==> config.mk <==
export PLATFORM = sky130hd
export DESIGN_NAME = regfile_onehot_wr
export DESIGN_NICKNAME = d
export VERILOG_FILES = /design/src/rtl/regfile_onehot_wr.sv
export SDC_FILE = /design/constraint.sdc
export NUM_CORES = 2
export LEC_CHECK = 0
export CAP_MARGIN = 20
export CORE_MARGIN = 2
export CORE_UTILIZATION = 45
export CTS_CLUSTER_SIZE = 24
export DETAILED_ROUTE_END_ITERATION = 6
export GPL_ROUTABILITY_DRIVEN = 0
export SLEW_MARGIN = 20
export SYNTH_ARGS = -nofsm -noshare
export SYNTH_HDL_FRONTEND = slang
export SYNTH_SLANG_ARGS = --single-unit
export TNS_END_PERCENT = 5
==> constraint.sdc <==
create_clock -name clk -period 51.3 [get_ports clk]
set_input_delay 5.13 -clock clk [delete_from_list [all_inputs] [get_ports clk]]
set_output_delay 5.13 -clock clk [all_outputs]
set_load 0.05 [all_outputs]
Fig. 1: wire density map
24 x 24 tiles, from white (low) to dark blue (high), scaled to the fullest tile. Values are wire area over tile area, all layers added.
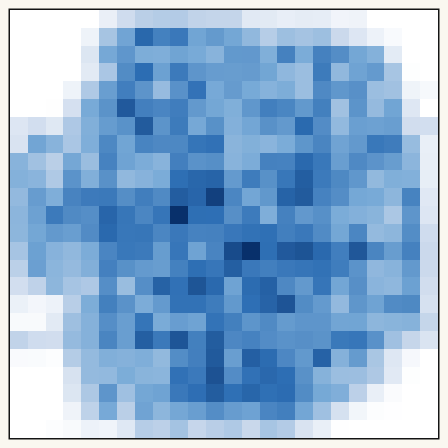
The densest ninth of the die: centre. The fullest tile reaches 0.53. The mean over all tiles is 0.24. 11% of the tiles are nearly empty. 52% of the tiles are over half the peak.
number of vias in the routed layout: 65.7k
total wirelength of the detailed-routed design: 345000 um
WL/cell: 34.5 um
global routing usage summed across all routing layers: 0.288

Fig. 2: nets reached from selected ports
(1 px per um)
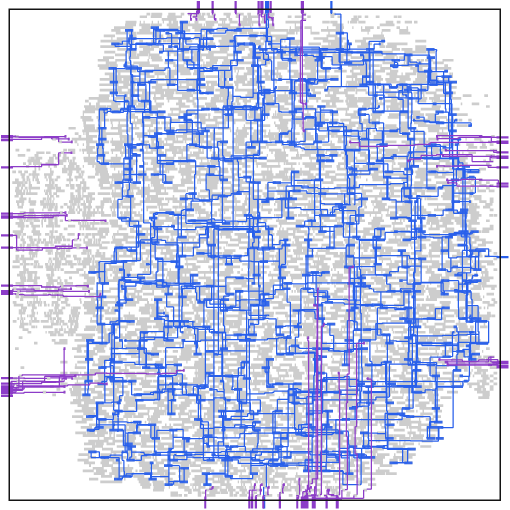
Key: blue = rd_addr1 [bits 5, direction input, end cells 771, wire 30.1 mm]; purple = wr_data [bits 64, direction input, end cells 64, wire 4750 um]
boundary pin count: 237
number of buffers added on ports: 236

Fig. 3: clock distribution
(1 px per um)
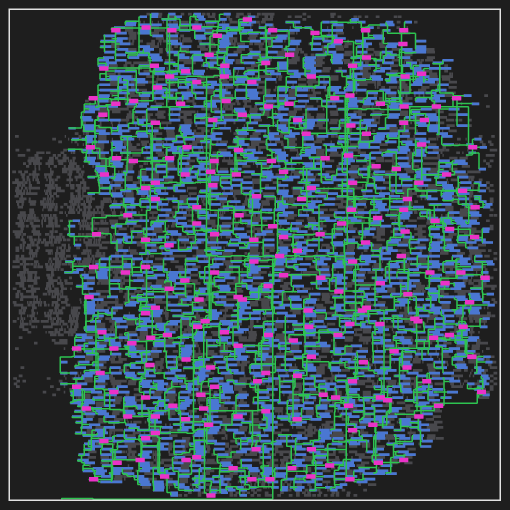
Key: magenta = cells driving clock nets [count 217]; blue = flip-flops [count 2113]; green = clock wires [length 26.2 mm]
There are 218 routed clock nets.
skew final: 0.0570 ns

==> results.env <==
PLACE.DETAILED.HPWL_UM=198000
CRIT_TOP_CELL='ha_1'
DP_AREA_UM2=112000
GRT_START_MAX_NET_PINS=124
CRITICAL_PATH.MAX_FANOUT=52
TRITONCTS.NUM_BUFFERS=217
CTS_ROOT_BUFFER='clkbuf_16'
NUMBER_OF_SETUP_BUFFERS_ADDED_AFTER_CTS=0
FLOORPLANUTILIZATION=0.452
FIRST_GLOBAL_VIAS=65931
MIN_PATH_TYPE='reg2reg'
POST_CTS_HOLD_BUFFER_COUNT=0
HOLD_WS_NS=0.618
CLK_LATENCY_NS=0.89
FINAL.SETUP.WORST_SLACK_NS=26.63
SYNTH-CELLS-YOSYS=6627
SHARE_OF_YOSYS_CELL_AREA_CLAIMED_BY_THE_TOP_AREA_CELL_TYPE=0.562
SHARE_OF_FINAL_LAYOUT_STANDARD_CELLS_STRONGER_THAN_DRIVE_STRENGTH_1=0.270
POST-ROUTE-UTIL=0.508
NETLIST-CELL-TYPE-COUNT=77
DP_CELLS=9585
POST_DRT_VIA_CELL_RATIO=6.57
FIN_CRIT_NS=24.67
DIEWIDTH_UM=490
CTS.SINK_COUNT=2113
LARGEST_REGISTER_FFS=1984
YOSYSCHIPAREA_UM2=106000
NUMSYNTHFLOPS=2113
POST_CTS_RESIZE_COUNT=0
SYNTH_NETS=6768
UNREPAIRED_SETUP_ENDPOINTS_AFTER_GLOBAL_ROUTING='false'
CPMAXSTAGEDELAYCELL='buf_4'
ENABLE_FLOP_CELLS=1984
MAX_SLEW.WORST_PIN.SLEW_NS=1.22
SYNTH_AREA_PER_CELL_UM2=16.0
FINAL_NUMBER_OF_HOLD_VIOLATING_ENDPOINTS=0
TIMING.SETUP.TNS_NS=0
SYN2LAYOUT_AREA_GROWTH_PCT=12.4
SYNTH-ASYNC-RESET-RATIO=0
MAXSLEWVIOLCOUNT=0
SYNTH.CELL_AREA_UM2=106000
COMB_AREA_UM2=41700
REPORT.FINAL.SETUP_VIOL=0
MAX_CAP_VIOLATIONS=0
CHIPHEIGHT_UM=490
FINAL_PERIOD_UTIL=0.481
NUMBER_OF_LOGGED_TOOL_WARNINGS=41
CLK_PIN_SLEW_NS=0.06
AREA.SEQUENTIAL_UM2=62200
HTREE_NUM_LEVELS=4
MIN_DELAY_PATH_DEPTH=2
CTS.PATH.MAX_BUFFERS=3
FINAL_NET_COUNT=6797
FF2FF_SETUP_SLACK_NS=49.00
WORST-ENDPOINT-ARRIVAL_NS=25.22
PATH_CLASS='in2reg'
YS_TOP_CELLS_BY_AREA='edfxtp_1 56%, mux4_2 24%, nor2_1 4.1%, mux2i_1 2.7%, dfxtp_1 2.4%'
DIE_AREA_UM2=240000
SYNTHESIS.INSTANCES=6627
R2R.WORST_PATH.CELLS=4
ANTENNA_FOUND_INITIAL=20
YS_WARN_COUNT=0
DETAIL_ROUTE.ITER0.VIOLATIONS=8831
CTS_TREE='built'
ROUTE.DETAILED.DRC=0
TIMING.CRITICAL_PATH.FROM_TYPE='input port'
ROWS=178
WORSTPATHREQUIRED_NS=51.85
LAYOUT.CELLS.MOST_COMMON_LIST='1984 x edfxtp_1, 1152 x mux4_2, 1148 x nor2_1'
WIRE_LENGTH_OF_THE_FIRST_GLOBAL_ROUTING_PASS_UM=490000
MAX-SLEW-MARGIN-REL=0.185
OUTCOME='completed'
WORST_PATH_LARGEST_CELL_DELAY_NS=0.88
GLOBALROUTE.TOTALOVERFLOW=0
SEQUENTIAL_CELL_AREA_FRACTION_IN_THE_YOSYS_REPORT=0.586
DP_WORST_SETUP_SLACK_NS=26.03
FIRST_PASS_ITERS=5
LAYOUT_TOP_CELL='edfxtp_1'
SYNTH_TOP_FLOP_CELL='edfxtp_1'
END_KIND='flip-flop'
POSTLAYOUTCELLAREA_UM2=119000
SYNTHDOMINANTAREACELLTYPE='edfxtp_1'
DRTANTENNAVIOLNETS=0
FIN_CELLS=9994
ACHIEVABLE-FREQUENCY_MHz=40.5
FILLER_CELL_COUNT=19195
FLOORPLAN.CORE_AREA_UM2=235000
[routing by layer]
layer	global-route usage	wire length, um	vias up
met5	0	182	-
met4	0.101	12800	26
met2	0.458	165000	3941
met1	0.395	132000	34867
li1	-	-	26210
met3	0.0610	35600	625
[synth_stat cells (10+ instances only)]
master,count
buf_2,75
ha_1,33
xor2_1,34
nand3_1,80
and2_1,12
nor3_2,100
dfxtp_1,129
nor3_1,144
buf_6,12
a21oi_1,48
edfxtp_1,1984
nand2b_1,13
xnor3_1,10
mux4_2,1152
o31ai_1,13
o21ai_0,181
buf_1,132
nor2b_1,12
nor2_1,1148
nand2_1,288
mux2i_1,289
clkbuf_1,377
xnor2_1,95
inv_1,95
[worst max-delay path: cells and delay by family]
kind	cells	cell delay, ns
fa+ha+maj	14	4.25
mux	8	2.73
simple gates	21	2.12
compound gates	28	4.82
buf+inv	7	3.37
xor+xnor	14	2.62
[kinds of logic after synthesis]
family,synth area share
buffers and inverters,0.0264
flip-flops,0.586
AND/OR/NAND/NOR,0.0767
adder cells (fa/ha/maj),0.00389
XOR/XNOR,0.0161
AND-OR/OR-AND,0.0181
multiplexers,0.273
[layout make-up]
type / count / share of cell area
Multi-Input combinational cell: 3819 / 0.350
Timing Repair Buffer: 407 / 0.0320
Tap cell: 3150 / 0.0331
Antenna cell: 2 / 0.0000420
Inverter: 98 / 0.00309
Clock buffer: 305 / 0.0525
Sequential cell: 2113 / 0.521
Clock inverter: 100 / 0.00813
